<file path="config.mk">
export PLATFORM = sky130hd
export DESIGN_NAME = mem_port_arbiter_flat
export DESIGN_NICKNAME = d
export VERILOG_FILES = /design/src/rtl/mem_port_arbiter_pkg.sv /design/src/rtl/mem_port_arbiter_if.sv /design/src/rtl/mem_port_arbiter_select.sv /design/src/rtl/mem_port_arbiter.sv /design/src/flat_wrapper.sv
export SDC_FILE = /design/constraint.sdc
export NUM_CORES = 1
export LEC_CHECK = 0
export ABC_CLOCK_PERIOD_IN_PS = 1900
export CAP_MARGIN = 25
export CORE_MARGIN = 1.5
export CORE_UTILIZATION = 35
export DETAILED_ROUTE_END_ITERATION = 8
export PLACE_DENSITY = 0.77
export SYNTH_ARGS = -nofsm -noshare
export SYNTH_HDL_FRONTEND = slang
export SYNTH_SLANG_ARGS = --single-unit
</file>
<file path="constraint.sdc">
create_clock -name clk -period 1.9 [get_ports clk]
set_input_delay 0.57 -clock clk [delete_from_list [all_inputs] [get_ports clk]]
set_output_delay 0.57 -clock clk [all_outputs]
set_load 0.02 [all_outputs]
</file>
<file path="src/rtl/mem_port_arbiter_pkg.sv">
// Shared types and constants for the two-port unified memory arbiter.
package mem_port_arbiter_pkg;

  typedef enum logic [1:0] {
    IDLE   = 2'd0,
    ACCESS = 2'd1,
    RESP   = 2'd2
  } arbState_t;

  localparam logic PORT_CPU = 1'b0;
  localparam logic PORT_LDR = 1'b1;

  // Width of the wait counter; WAIT_CYCLES must fit in it (0..15).
  localparam int WAIT_W = 4;

endpackage

</file>
<file path="src/rtl/mem_port_arbiter_if.sv">
// Request/response handshake bundle between the two requesters and the arbiter.
interface mem_port_arbiter_if #(
  parameter int ADDR_W = 32,
  parameter int DATA_W = 32
);
  logic              req0_valid, req1_valid;
  logic              req0_write, req1_write;
  logic [ADDR_W-1:0] req0_addr,  req1_addr;
  logic [DATA_W-1:0] req0_wdata, req1_wdata;
  logic              req0_ready, req1_ready;
  logic              rsp0_valid, rsp1_valid;
  logic [DATA_W-1:0] rsp_rdata;

  // Arbiter side
  modport slave (
    input  req0_valid, req1_valid, req0_write, req1_write,
           req0_addr, req1_addr, req0_wdata, req1_wdata,
    output req0_ready, req1_ready, rsp0_valid, rsp1_valid, rsp_rdata
  );

  // Requester side
  modport master (
    output req0_valid, req1_valid, req0_write, req1_write,
           req0_addr, req1_addr, req0_wdata, req1_wdata,
    input  req0_ready, req1_ready, rsp0_valid, rsp1_valid, rsp_rdata
  );
endinterface

</file>
<file path="src/rtl/mem_port_arbiter_select.sv">
// mem_arb_select: combinational winner pick between the two request ports.
// Policy on contention depends on MEM_ARB_ROUND_ROBIN_EN (alternate vs port 0 priority).
module mem_arb_select
  import mem_port_arbiter_pkg::*;
(
  input  logic [1:0] reqValid,
  input  logic       lastOwner,
  output logic       grant,
  output logic       anyValid
);

  logic contention;

  assign anyValid   = |reqValid;
  assign contention = &reqValid;

`ifndef MEM_ARB_ROUND_ROBIN_EN
  // Fixed priority ignores history; keep the input referenced.
  logic unusedLastOwner;
  assign unusedLastOwner = lastOwner;
`endif

  // Single requester wins outright; contention resolved by policy.
  always_comb begin
    grant = PORT_CPU;
    if (contention) begin
`ifdef MEM_ARB_ROUND_ROBIN_EN
      grant = ~lastOwner;
`else
      grant = PORT_CPU;
`endif
    end else if (reqValid[PORT_LDR]) begin
      grant = PORT_LDR;
    end
  end

endmodule

</file>
<file path="src/rtl/mem_port_arbiter.sv">
// mem_port_arbiter: sequences the unified memory for the CPU port (0) and the
// loader/debug port (1). IDLE accepts one request, ACCESS holds the memory for
// WAIT_CYCLES+1 cycles, RESP pulses completion to the owner.
// Optional macro: MEM_ARB_ROUND_ROBIN_EN (alternating arbitration on contention).
module mem_port_arbiter
  import mem_port_arbiter_pkg::*;
#(
  parameter int ADDR_W      = 32,
  parameter int DATA_W      = 32,
  parameter int WAIT_CYCLES = 2
) (
  input  logic              clk,
  input  logic              rst_n,
  mem_port_arbiter_if.slave bus,
  output logic              mem_en,
  output logic              mem_we,
  output logic [ADDR_W-1:0] mem_addr,
  output logic [DATA_W-1:0] mem_wdata,
  input  logic [DATA_W-1:0] mem_rdata,
  output logic              busy,
  output logic              owner
);

  localparam logic [WAIT_W-1:0] WAIT_LD = WAIT_CYCLES[WAIT_W-1:0];

  arbState_t         state, stateNxt;
  logic [WAIT_W-1:0] cnt;
  logic [ADDR_W-1:0] addrQ;
  logic [DATA_W-1:0] wdataQ, rdataQ;
  logic              writeQ, ownerQ, lastOwner;
  logic [1:0]        reqValid;
  logic              grant, anyValid;

  assign reqValid = {bus.req1_valid, bus.req0_valid};

  mem_arb_select uSel (
    .reqValid (reqValid),
    .lastOwner(lastOwner),
    .grant    (grant),
    .anyValid (anyValid)
  );

  assign mem_addr      = addrQ;
  assign mem_wdata     = wdataQ;
  assign bus.rsp_rdata = rdataQ;

  // State register; async reset aborts any in-flight access.
  always_ff @(posedge clk or negedge rst_n) begin
    if (!rst_n) state <= IDLE;
    else        state <= stateNxt;
  end

  // Next state and all state-decoded outputs; ready only ever asserted in IDLE.
  always_comb begin
    stateNxt       = state;
    bus.req0_ready = 1'b0;
    bus.req1_ready = 1'b0;
    bus.rsp0_valid = 1'b0;
    bus.rsp1_valid = 1'b0;
    mem_en         = 1'b0;
    mem_we         = 1'b0;
    busy           = 1'b1;
    owner          = ownerQ;
    unique case (state)
      IDLE: begin
        busy  = 1'b0;
        owner = PORT_CPU;
        if (anyValid) begin
          stateNxt       = ACCESS;
          bus.req0_ready = (grant == PORT_CPU);
          bus.req1_ready = (grant == PORT_LDR);
        end
      end
      ACCESS: begin
        mem_en = 1'b1;
        mem_we = writeQ;
        if (cnt == '0) stateNxt = RESP;
      end
      RESP: begin
        bus.rsp0_valid = (ownerQ == PORT_CPU);
        bus.rsp1_valid = (ownerQ == PORT_LDR);
        stateNxt       = IDLE;
      end
      default: stateNxt = IDLE;
    endcase
  end

  // Request latches, wait counter, read capture and arbitration history.
  always_ff @(posedge clk or negedge rst_n) begin
    if (!rst_n) begin
      cnt       <= '0;
      addrQ     <= '0;
      wdataQ    <= '0;
      writeQ    <= 1'b0;
      ownerQ    <= 1'b0;
      rdataQ    <= '0;
      lastOwner <= PORT_LDR;
    end else begin
      unique case (state)
        IDLE: if (anyValid) begin
          cnt    <= WAIT_LD;
          ownerQ <= grant;
          addrQ  <= grant ? bus.req1_addr  : bus.req0_addr;
          wdataQ <= grant ? bus.req1_wdata : bus.req0_wdata;
          writeQ <= grant ? bus.req1_write : bus.req0_write;
        end
        ACCESS: begin
          // Counter is reloaded only in IDLE, so stopping at zero avoids underflow.
          if (cnt == '0) begin
            if (!writeQ) rdataQ <= mem_rdata;
          end else begin
            cnt <= cnt - 1'b1;
          end
        end
        RESP:    lastOwner <= ownerQ;
        default: ;
      endcase
    end
  end

endmodule

</file>
<file path="src/flat_wrapper.sv">
// flat-port wrapper written by rule: the top's interface ports become plain ports
module mem_port_arbiter_flat import mem_port_arbiter_pkg::*;
#(
  parameter int ADDR_W      = 32,
  parameter int DATA_W      = 32,
  parameter int WAIT_CYCLES = 2
)
  (clk, rst_n, mem_en, mem_we, mem_addr, mem_wdata, mem_rdata, busy, owner, bus_req0_valid, bus_req1_valid, bus_req0_write, bus_req1_write, bus_req0_addr, bus_req1_addr, bus_req0_wdata, bus_req1_wdata, bus_req0_ready, bus_req1_ready, bus_rsp0_valid, bus_rsp1_valid, bus_rsp_rdata);
  mem_port_arbiter_if #(.ADDR_W(ADDR_W), .DATA_W(DATA_W)) bus_i ();
  input  logic clk;
  input  logic rst_n;
  output logic mem_en;
  output logic mem_we;
  output logic [ADDR_W-1:0] mem_addr;
  output logic [DATA_W-1:0] mem_wdata;
  input  logic [DATA_W-1:0] mem_rdata;
  output logic busy;
  output logic owner;
  input wire logic [$bits(bus_i.req0_valid)-1:0] bus_req0_valid;
  input wire logic [$bits(bus_i.req1_valid)-1:0] bus_req1_valid;
  input wire logic [$bits(bus_i.req0_write)-1:0] bus_req0_write;
  input wire logic [$bits(bus_i.req1_write)-1:0] bus_req1_write;
  input wire logic [$bits(bus_i.req0_addr)-1:0] bus_req0_addr;
  input wire logic [$bits(bus_i.req1_addr)-1:0] bus_req1_addr;
  input wire logic [$bits(bus_i.req0_wdata)-1:0] bus_req0_wdata;
  input wire logic [$bits(bus_i.req1_wdata)-1:0] bus_req1_wdata;
  output wire logic [$bits(bus_i.req0_ready)-1:0] bus_req0_ready;
  output wire logic [$bits(bus_i.req1_ready)-1:0] bus_req1_ready;
  output wire logic [$bits(bus_i.rsp0_valid)-1:0] bus_rsp0_valid;
  output wire logic [$bits(bus_i.rsp1_valid)-1:0] bus_rsp1_valid;
  output wire logic [$bits(bus_i.rsp_rdata)-1:0] bus_rsp_rdata;
  assign bus_i.req0_valid = bus_req0_valid;
  assign bus_i.req1_valid = bus_req1_valid;
  assign bus_i.req0_write = bus_req0_write;
  assign bus_i.req1_write = bus_req1_write;
  assign bus_i.req0_addr = bus_req0_addr;
  assign bus_i.req1_addr = bus_req1_addr;
  assign bus_i.req0_wdata = bus_req0_wdata;
  assign bus_i.req1_wdata = bus_req1_wdata;
  assign bus_req0_ready = bus_i.req0_ready;
  assign bus_req1_ready = bus_i.req1_ready;
  assign bus_rsp0_valid = bus_i.rsp0_valid;
  assign bus_rsp1_valid = bus_i.rsp1_valid;
  assign bus_rsp_rdata = bus_i.rsp_rdata;
  mem_port_arbiter #(.ADDR_W(ADDR_W), .DATA_W(DATA_W), .WAIT_CYCLES(WAIT_CYCLES)) u_core (.clk(clk), .rst_n(rst_n), .bus(bus_i), .mem_en(mem_en), .mem_we(mem_we), .mem_addr(mem_addr), .mem_wdata(mem_wdata), .mem_rdata(mem_rdata), .busy(busy), .owner(owner));
endmodule
</file>
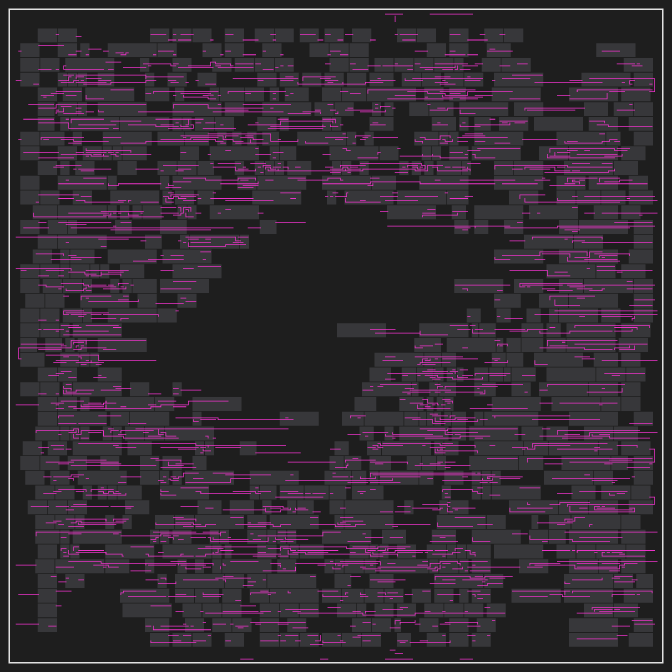
Figure 1: met1 routing.
Cells faint in the background.
wire length on this layer = 5,500 um
longest straight run = 29.9 um
nets with wire on the layer = 727
share of all routed wire = 37%

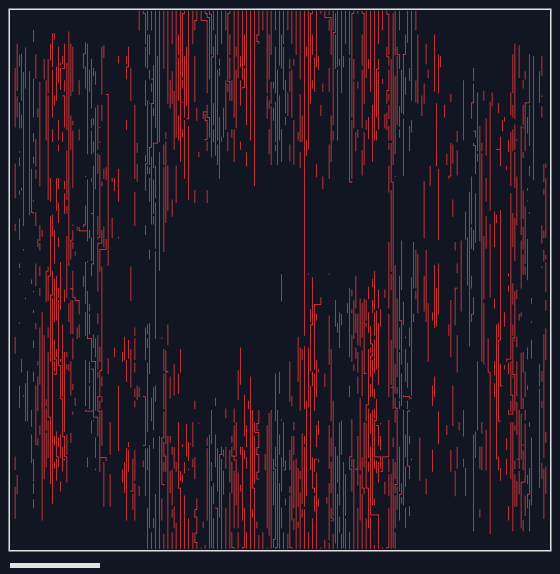
Figure 2: M2 wires.
The bar under the picture is 20 um long.
wire length on this layer = 8,110 um
main direction = vertical
share of all routed wire = 54%
longest straight run = 72.2 um
nets with wire on the layer = 767

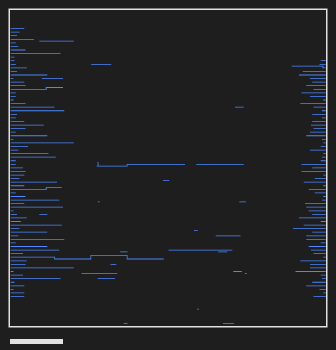
Figure 3: signal wires on met3.
The bar under the picture is 20 um long.
longest straight run = 23.9 um
wire length on this layer = 1,100 um
main direction = horizontal

==> reports/results.ini <==
[synth]
synthCells=403
synth_area_leader_cell=dfrtp_1
mux_area_share_pct=23.8
simple_gate_share_pct=2.68
ys_seq_share_pct=54.1
synth-adder-area-share_pct=0.520
synth_top_flop_cell=dfrtp_1

[place]
gp_congestion=0.811

[final_timing]
final-setup-viol-count=17
setup_slack_ps=-18.6
period_used_pct=101
rsz0062_at_grt=true

[routing]
viasPerCell=4.99
wl_mm=14.9
drc=0

[outcome]
violations=negative setup slack
run_status=complete, but fails checks

[clock_network]
clock_latency_ps=340
cts_tree=yes

[critical_path]
regToRegStartpoint=u_core.cnt[1]
r2r_slack_ps=-20
path_max_fanout=8
required_ps=2130
timing_worst_setup_path_type=reg -> reg

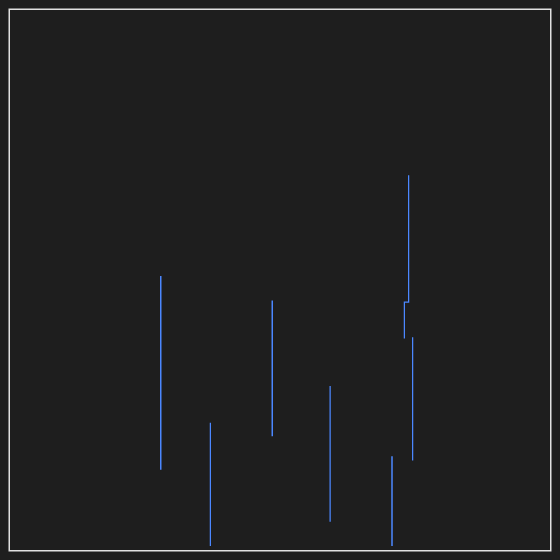
Figure 4: M4 wires.
main direction = vertical
longest straight run = 42.8 um
wire length on this layer = 214 um
share of all routed wire = 1.4%

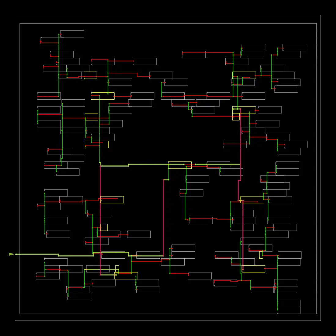
Figure 5: clock nets.
FFs & Latches: 104
clock skew: 9.16 ps

-- report_power, final --
group	switching, uW	internal [uW]	total (uW)	leakage (uW)
clock	783	955	1740	0.000128
sequential	552	3320	3870	0.00126
combinational	3450	3380	6820	0.00280
total	4780	7650	12400	0.00420
-- cells in the final DEF (no fill, tap or decap), types with 2 or more instances in the layout --
master | Yosys | layout
nand4b_1 | 2 | 2
dfrtp_1 | 104 | 104
o21ai_0 | 132 | 131
mux2_4 | 30 | 30
nor2_1 | 6 | 5
o21ai_1 | 3 | 3
clkbuf_8 | 0 | 2
clkdlybuf4s50_1 | 0 | 178
inv_1 | 6 | 3
and2_4 | 0 | 3
buf_12 | 3 | 6
dlymetal6s2s_1 | 0 | 60
mux2i_1 | 66 | 66
clkinvlp_4 | 0 | 2
a21oi_1 | 3 | 3
buf_4 | 1 | 27
mux2_2 | 3 | 3
dlygate4sd2_1 | 0 | 22
nand2b_4 | 1 | 2
clkbuf_1 | 22 | 2
buf_6 | 1 | 7
clkbuf_16 | 0 | 11
inv_2 | 0 | 3
-- registers in the layout, summed over array words and instances, names as in the netlist --
register and count:
u_core.bus.rsp_rdata 32, u_core.cnt 4, u_core.mem_addr 32, u_core.mem_wdata 32, u_core.ownerQ 1, u_core.state 2, u_core.writeQ 1
-- what timing repair did --
action / 4_1_cts / 5_1_grt
endpoints found under the hold margin: 0 / 0
gates resized: 57 / 81
setup endpoints to repair: 28 / 99
buffers inserted: 3 / 5
hold buffers: 0 / 0
gates cloned: 0 / 3
pin swaps: 0 / 2
-- per-layer routing --
layer,vias up,routed length (um),GRT usage [%]
li1,2007,-,-
met1,2115,5500,21.7
met2,177,8110,37.4
met3,16,1100,4.81
met4,0,213,6.32
met5,-,0,0
-- worst max-delay path: stages, from the launching register on --
cell and delay [ps]:
dfrtp_1 400, inv_2 90, ha_4 150, nand2b_4 60, or4_4 580, clkbuf_16 220
mux2_4 300
-- kinds of logic after synthesis --
kind of cell             Yosys count
AND-OR/OR-AND                    139
flip-flops                       104
multiplexers                      99
buffers and inverters             39
AND/OR/NAND/NOR                   20
adder cells (fa/ha/maj)            2
-- how the worst max path moves through the flow --
| stage | cells after the start | to | from |
|---|---|---|---|
| 3_3_place_gp | 3 | bus_req0_ready | bus_req0_valid |
| 3_5_place_dp | 3 | bus_req0_ready | bus_req0_valid |
| 4_1_cts | 5 | bus_req1_ready | u_core.state[0] |
| 6_report | 6 | u_core.bus.rsp_rdata[11] | u_core.cnt[1] |
| 2_1_floorplan | 5 | bus_req1_ready | bus_req1_valid |
| 5_1_grt | 5 | bus_req1_ready | u_core.state[1] |
-- per-stage QoR --
stage / power, uW / std cells
2_1_floorplan: 7310 / 403
3_5_place_dp: 10800 / 840
5_1_grt: 13100 / 865
6_report: 12400 / 865
3_3_place_gp: 10500 / 840
4_1_cts: 12400 / 858
-- layout make-up --
cell class	instances	area (sq um)
clock buffers	13	260
well taps	176	220
multi-input cells	260	2060
flip-flops and latches	104	2600
fillers	1088	4960
repair buffers	304	3210
inverters	6	22.5
clock inverters	2	15.0
Power figures rest on the tool's default switching activity, not on a simulated workload.
